<file path="src/rtl/instr_fetch_seq_pkg.sv">
// Shared types and constants for the instruction fetch sequencer.
package instr_fetch_seq_pkg;

  typedef enum logic [2:0] {
    IDLE = 3'd0,
    RD1  = 3'd1,
    LD1  = 3'd2,
    RD2  = 3'd3,
    LD2  = 3'd4,
    HOLD = 3'd5
  } state_e;

  localparam logic [1:0] FETCH_NONE = 2'b00;
  localparam logic [1:0] FETCH_B1   = 2'b01;
  localparam logic [1:0] FETCH_B2   = 2'b10;

  localparam int OPC_MSB = 7;
  localparam int OPC_LSB = 5;

  // The opcode field of byte 1 selects a mask bit that marks two-byte instructions.
  function automatic logic is_two_byte(input logic [7:0] mask, input logic [7:0] byte1);
    return mask[byte1[OPC_MSB:OPC_LSB]];
  endfunction

endpackage

</file>
<file path="src/rtl/instr_fetch_seq.sv">
// Fetch sequencer: reads 1-2 instruction bytes from program memory, strobes them
// into the instruction register and holds instr_valid until execute consumes it.
module instr_fetch_seq
  import instr_fetch_seq_pkg::*;
#(
  parameter int                ADDR_W        = 8,
  parameter logic [ADDR_W-1:0] RESET_PC      = '0,
  parameter logic [7:0]        TWO_BYTE_MASK = 8'hF0
) (
  input  logic              clk,
  input  logic              rst,
  input  logic              en,
  output logic              mem_req,
  output logic [ADDR_W-1:0] mem_addr,
  input  logic [7:0]        mem_rdata,
  input  logic              mem_ack,
  output logic [1:0]        fetch,
  output logic [7:0]        data,
  output logic              instr_valid,
  input  logic              instr_ready,
  input  logic              pc_load,
  input  logic [ADDR_W-1:0] pc_load_val,
  output logic [ADDR_W-1:0] pc,
  output state_e            dbg_state
);

  // Handshakes: mem_req stays high until a cycle with mem_ack=1 (which may be the
  // first req cycle); mem_ack outside a req is ignored. instr_valid stays high until
  // a cycle with instr_ready=1; instr_ready outside HOLD is ignored.

  state_e            state_q, state_d;
  logic [ADDR_W-1:0] pc_q, pc_d;
  logic [7:0]        dbuf_q, dbuf_d;
  logic [7:0]        data_q, data_d;
  logic [1:0]        fetch_q, fetch_d;
  logic              mem_req_q, mem_req_d;
  logic              instr_valid_q, instr_valid_d;

  always_comb begin
    state_d       = state_q;
    pc_d          = pc_q;
    dbuf_d        = dbuf_q;
    data_d        = data_q;
    fetch_d       = FETCH_NONE;
    mem_req_d     = 1'b0;
    instr_valid_d = 1'b0;

    case (state_q)
      IDLE: begin
        if (pc_load) pc_d = pc_load_val;
        if (en) state_d = RD1;
      end
      RD1, RD2: begin
        if (mem_ack) begin
          dbuf_d  = mem_rdata;
          pc_d    = pc_q + ADDR_W'(1);
          state_d = (state_q == RD1) ? LD1 : LD2;
        end
      end
      LD1:     state_d = is_two_byte(TWO_BYTE_MASK, dbuf_q) ? RD2 : HOLD;
      LD2:     state_d = HOLD;
      HOLD: begin
        if (instr_ready) begin
          if (pc_load) pc_d = pc_load_val;
          state_d = en ? RD1 : IDLE;
        end
      end
      default: state_d = IDLE;
    endcase

    // Outputs are decoded from the next state so they leave the flops aligned with it.
    mem_req_d     = (state_d == RD1) || (state_d == RD2);
    instr_valid_d = (state_d == HOLD);
    if (state_d == LD1) begin
      fetch_d = FETCH_B1;
      data_d  = dbuf_d;
    end else if (state_d == LD2) begin
      fetch_d = FETCH_B2;
      data_d  = dbuf_d;
    end
  end

  always_ff @(posedge clk or negedge rst) begin
    if (!rst) begin
      state_q       <= IDLE;
      pc_q          <= RESET_PC;
      dbuf_q        <= '0;
      data_q        <= '0;
      fetch_q       <= FETCH_NONE;
      mem_req_q     <= 1'b0;
      instr_valid_q <= 1'b0;
    end else begin
      state_q       <= state_d;
      pc_q          <= pc_d;
      dbuf_q        <= dbuf_d;
      data_q        <= data_d;
      fetch_q       <= fetch_d;
      mem_req_q     <= mem_req_d;
      instr_valid_q <= instr_valid_d;
    end
  end

  assign mem_req     = mem_req_q;
  assign mem_addr    = pc_q;
  assign fetch       = fetch_q;
  assign data        = data_q;
  assign instr_valid = instr_valid_q;
  assign pc          = pc_q;
  assign dbg_state   = state_q;

endmodule
</file>
<file path="config.mk">
export PLATFORM = sky130hd
export DESIGN_NAME = instr_fetch_seq
export DESIGN_NICKNAME = d
export VERILOG_FILES = /design/src/rtl/instr_fetch_seq_pkg.sv /design/src/rtl/instr_fetch_seq.sv
export SDC_FILE = /design/constraint.sdc
export NUM_CORES = 1
export LEC_CHECK = 0
export ABC_AREA = 1
export CAP_MARGIN = 10
export CORE_AREA = 5 5 61 73
export CTS_CLUSTER_SIZE = 28
export DETAILED_ROUTE_END_ITERATION = 10
export DIE_AREA = 0 0 66 78
export PLACE_DENSITY = 0.78
export SYNTH_ARGS = -nofsm -noshare
export SYNTH_HDL_FRONTEND = slang
export SYNTH_SLANG_ARGS = --single-unit
</file>
<file path="constraint.sdc">
create_clock -name clk -period 2.05 [get_ports clk]
set_clock_uncertainty 0.15 [all_clocks]
set_input_delay 0.205 -clock clk [delete_from_list [all_inputs] [get_ports clk]]
set_output_delay 0.205 -clock clk [all_outputs]
set_load 0.01 [all_outputs]
</file>
Fig. 1: run 1, placement by cell class
Fill, decap, tap and diode cells in gray.
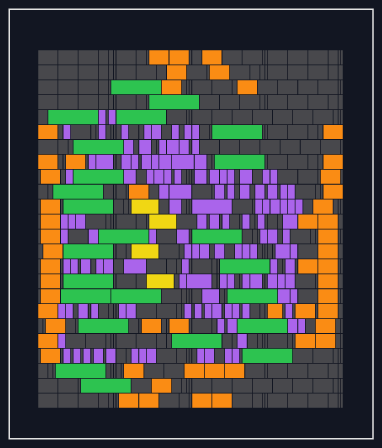
clock drivers and dummy loads: shown in yellow, cells 4. registers: shown in green, cells 24. remaining logic cells: shown in purple, cells 133. remaining buffers and delay cells: shown in orange, cells 53.
fin util: 0.5186
Rows: 24
Final Instance Area: 1884 um2
sequential share of cell area: 0.3187

Fig. 2: run 1, cell outlines without signal wires
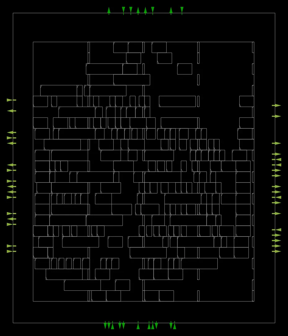
Seq cells: 24
Tapcells: 52
filler instances: 356

==> run summary, run 1 <==
Vias in the first global route: 1,159
Sw frac: 0.4142
Synth flops: 24
Final hold viol count: 0
Multi-input gates: 117
Bufs w/o clock: 53
R2r worst-path depth: 7
Wire per inst: 11.17 um
Flop area: 600.6 um2
Total congestion overflow: 0
Final std cells w/o fill: 266
Top cells by count: 56 x nand2_1, 24 x dfrtp_1, 16 x o21ai_0
Die width: 66 um
Main synth FF type: dfrtp_1
Max-slew violation count: 0
First-pass GRT wire length: 5.016 mm
Max Cap Viol: 0
Post-synthesis cell type count: 23
M1 WL: 1.341 mm
Buffering overhead: 0.2802
Initial Util: 0.3681
Worst path depth: 1
Post-synthesis adder-cell area fraction: 0.009355
CTS Hold Bufs: 0
Mean area per synthesized cell: 7.868 um2
Minimum clock period: 1722 ps
Cell area power density: 1477 nW/um2
Ys cells: 170
Final setup fails: 0
Place WS: 416.2 ps
Top-area cell type share of the netlist area: 0.4490
Crit path buf inv count: 1
Crit path max-delay family: buffers and inverters
Clock transition at path regs: 80 ps
Post-synth EDFFs: 0
Post-DP HPWL: 2.290 mm
Fin worst setup slack: 327.7 ps
Drt drc: 0
R2r setup slk: 450 ps
Cell count after synthesis: 170
Post-layout period usage: 0.8402
Post-Synth AOI/OAI Area: 0.1010
Total die size: 5148 um2
Setup TNS: 0 ps
CP required: 1690 ps
Max_slew headroom: 0.8009
DP Cell Count: 262
CP endpoint: mem_addr[2]
Dpl cell area: 1829 um2
Crit path launch: mem_addr[2]
Port Buffers: 52
Logic cell area: 573.1 um2
Clock power share: 0.113
First drt pass iteration count: 4
Status: finished, final reports clean
Top-count cell post-synth: nand2_1
Share of cells above drive strength 1: 0.07944
Gate power share: 0.563
Sequential power: 900 uW
Cell area leaders: dfrtp_1 45%, nand2_1 16%, o21ai_0 6.0%
Top Consumer: combinational cells
Layer carrying the most global-route usage: met2
Final GP Congestion: 0.8113
Max-area cell class: flip-flops and latches
# clk buffers: 4
Antenna violations before repair: 0
Mapped Area: 1338 um2
WL met3: 186 um
Post-CTS sizing: 0
Fig. 3: run 1, metal 2
Cells faint in the background.
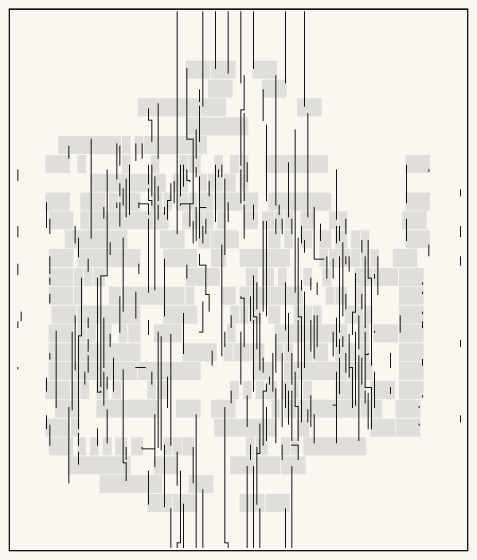
The layer carries 1,430 um of wire. 181 nets have wire on it. The wires run mostly vertical. The longest straight run is 32.0 um. The layer holds 48% of the routed length.
met2 usage in global routing: 0.2116
final WL: 2.972 mm
vias: 1,201

Fig. 4: run 1, signal wires on met3
The bar under the picture is 20 um long.
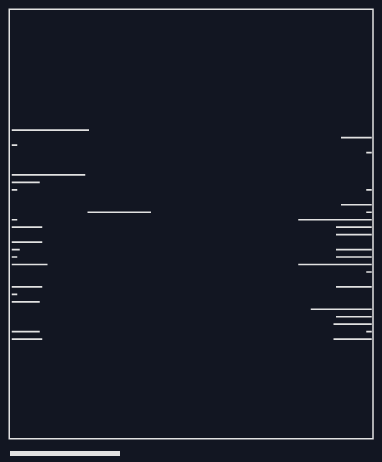
The layer carries 186 um of wire. 34 nets have wire on it. The longest straight run is 13.8 um. The layer holds 6.3% of the routed length.
GRT met3 Usage: 0.02312

## Run 2: what changed since run 1
==> constraint.sdc (replaced) <==
create_clock -name clk -period 1.6 [get_ports clk]
set_clock_uncertainty 0.15 [all_clocks]
set_input_delay 0.16 -clock clk [delete_from_list [all_inputs] [get_ports clk]]
set_output_delay 0.16 -clock clk [all_outputs]
set_load 0.01 [all_outputs]
Fig. 5: run 2, cell outlines without signal wires
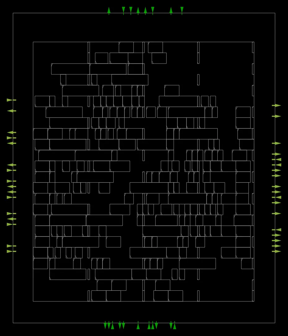
Core Region: 3633 um2
final std cells w/o fill: 272

==> run summary, run 2 <==
Synth flops: 24 (unchanged)
M1 WL: 1.365 mm (+1.8%)
Initial Util: 0.3681 (unchanged)
Cell area leaders: dfrtp_1 45%, nand2_1 16%, o21ai_0 6.0%
Final setup fails: 0 (unchanged)
CP max FO: 6
Multi-input gates: 117 (unchanged)
Final hold viol count: 0 (unchanged)
Crit path max-delay family: buffers and inverters
Post-synthesis adder-cell area fraction: 0.009355 (unchanged)
Total congestion overflow: 0 (unchanged)
First drt pass iteration count: 4 (unchanged)
Post-Synth AOI/OAI Area: 0.1010 (unchanged)
Synth Warn #: 0
CTS Hold Bufs: 0 (unchanged)
R2r worst-path depth: 7 (unchanged)
Top cells by count: 56 x nand2_1, 24 x dfrtp_1, 16 x o21ai_0
Fin util: 0.5324 (+0.01377)
Crit path launch: mem_addr[0]
Share of cells above drive strength 1: 0.1455 (+0.06602)
Post-CTS sizing: 7 (+7)
Crit path buf inv count: 1 (unchanged)
Drt drc: 0 (unchanged)
CP required: 1290 ps (-400 ps)
Sequential power: 1.11 mW (+23%)
DP Cell Count: 266 (+1.5%)
Cell area power density: 1873 nW/um2 (+27%)
Final GP Congestion: 0.7877 (-2.9%)
Sequential share of cell area: 0.3150 (-0.003719)
Main synth FF type: dfrtp_1
Vias in the first global route: 1,249 (+7.8%)
Post-DP HPWL: 2.359 mm (+3.0%)
# clk buffers: 3 (-1)
Place WS: 79.89 ps (-336.3 ps)
Clock power share: 0.095 (-0.018)
Mean area per synthesized cell: 7.868 um2 (unchanged)
Gate power share: 0.598 (+0.035)
Cell count after synthesis: 170 (unchanged)
Status: finished, final reports clean
Post-layout period usage: 0.9589
Top Consumer: combinational cells
Vias: 1,256 (+4.6%)
CP endpoint: pc[0]
First-pass GRT wire length: 5.395 mm (+7.6%)
GRT met3 Usage: 0.02746 (+0.004335)
Flop area: 609.3 um2 (+1.5%)
Max_slew headroom: 0.7944 (-0.006483)
Setup TNS: 0 ps (unchanged)
Max-area cell class: flip-flops and latches
Tapcells: 52 (unchanged)
Final WL: 3.115 mm (+4.8%)
Post-synthesis cell type count: 23 (unchanged)
Fin worst setup slack: 65.78 ps (-261.9 ps)
WL met3: 203 um (+9.1%)
Met2 usage in global routing: 0.2187 (+0.007021)
Bufs w/o clock: 60 (+13%)
Layer carrying the most global-route usage: met2
Post-synth EDFFs: 0 (unchanged)
Ys cells: 170 (unchanged)
Total die size: 5148 um2 (unchanged)
Buffering overhead: 0.3001 (+0.01992)
Clock transition at path regs: 80 ps (about the same)
Minimum clock period: 1534 ps
Max Cap Viol: 0 (unchanged)
Seq cells: 24 (unchanged)
R2r setup slk: 120 ps (-330 ps)
Final Instance Area: 1934 um2 (+2.7%)
Rows: 24 (unchanged)
Mapped Area: 1338 um2 (unchanged)
Die width: 66 um (unchanged)
Filler instances: 345 (-3.1%)
Wire per inst: 11.45 um (+2.5%)
Worst path depth: 1 (unchanged)
Max-slew violation count: 0 (unchanged)
## Run 3: what changed since run 2
--- a/config.mk
+++ b/config.mk
@@ -12,6 +12,7 @@
 export DETAILED_ROUTE_END_ITERATION = 10
 export DIE_AREA = 0 0 66 78
 export PLACE_DENSITY = 0.78
+export RECOVER_POWER = 100
 export SYNTH_ARGS = -nofsm -noshare
 export SYNTH_HDL_FRONTEND = slang
 export SYNTH_SLANG_ARGS = --single-unit
Fig. 6: run 3, cell outlines without signal wires
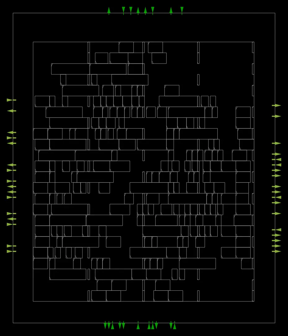
filler instances: 346
fin util: 0.5317

==> run summary, run 3 <==
Status: finished, final reports clean
Cell area leaders: dfrtp_1 45%, nand2_1 16%, o21ai_0 6.0%
Sequential share of cell area: 0.3154 (+0.0004093)
Bufs w/o clock: 60 (unchanged)
Flop area: 609.3 um2 (unchanged)
Final std cells w/o fill: 272 (unchanged)
WL met3: 200 um (-1.5%)
Synth Warn #: 0 (unchanged)
M1 WL: 1.355 mm (-0.73%)
Cell area power density: 1874 nW/um2 (about the same)
Post-synthesis adder-cell area fraction: 0.009355 (unchanged)
Rows: 24 (unchanged)
Max-slew violation count: 0 (unchanged)
CP endpoint: pc[5]
Synth flops: 24 (unchanged)
Core Region: 3633 um2 (unchanged)
Crit path max-delay family: buffers and inverters
Met2 usage in global routing: 0.2187 (unchanged)
Total congestion overflow: 0 (unchanged)
Minimum clock period: 1534 ps (-0.4219 ps)
Worst path depth: 1 (unchanged)
Max_slew headroom: 0.6031 (-0.1913)
First drt pass iteration count: 4 (unchanged)
Vias in the first global route: 1,249 (unchanged)
Clock-cell share: 0.02137
First-pass GRT wire length: 5.395 mm (unchanged)
Mapped Area: 1338 um2 (unchanged)
Fin worst setup slack: 66.21 ps (+0.4219 ps)
Xor+xnor area frac: 0.006548
Post-CTS sizing: 7 (unchanged)
Post-synthesis cell type count: 23 (unchanged)
Top Consumer: combinational cells
Post-DP HPWL: 2.359 mm (unchanged)
Setup TNS: 0 ps (unchanged)
Ys cells: 170 (unchanged)
Top cells by count: 56 x nand2_1, 24 x dfrtp_1, 16 x o21ai_0
Crit path launch: mem_addr[5]
Multi-input gates: 117 (unchanged)
Vias: 1,257 (+0.080%)
Final GP Congestion: 0.7877 (unchanged)
Final setup fails: 0 (unchanged)
Crit path DAT: 1220 ps
Cell count after synthesis: 170 (unchanged)
Largest net degree at the start of global routing: 25
Main synth FF type: dfrtp_1
R2r worst-path depth: 7 (unchanged)
Post-Synth AOI/OAI Area: 0.1010 (unchanged)
Wire per inst: 11.42 um (-0.32%)
Clock transition at path regs: 80 ps (about the same)
Post-synth EDFFs: 0 (unchanged)
Max frequency: 652.0 MHz
Buffering overhead: 0.2992 (-0.0009057)
Crit path buf inv count: 1 (unchanged)
Vias/cell: 4.621
Inserted Clock Buffers: 3
CP required: 1290 ps (about the same)
Final antenna-violating net count: 0
CTS Hold Bufs: 0 (unchanged)
Total die size: 5148 um2 (unchanged)
Gate power share: 0.597 (about the same)
Die width: 66 um (unchanged)
Final Instance Area: 1932 um2 (-0.13%)
R2r setup slk: 120 ps (about the same)
Tapcells: 52 (unchanged)
Sequential power: 1.11 mW (about the same)
GRT met3 Usage: 0.02746 (unchanged)
Final hold viol count: 0 (unchanged)
CP max FO: 7 (+1)
Max-area cell class: flip-flops and latches
Share of cells above drive strength 1: 0.1455 (unchanged)
Final WL: 3.105 mm (-0.32%)
Synth Area in Simple Gates: 0.3115
DP Cell Count: 266 (unchanged)
Power figures rest on the tool's default switching activity, not on a simulated workload.
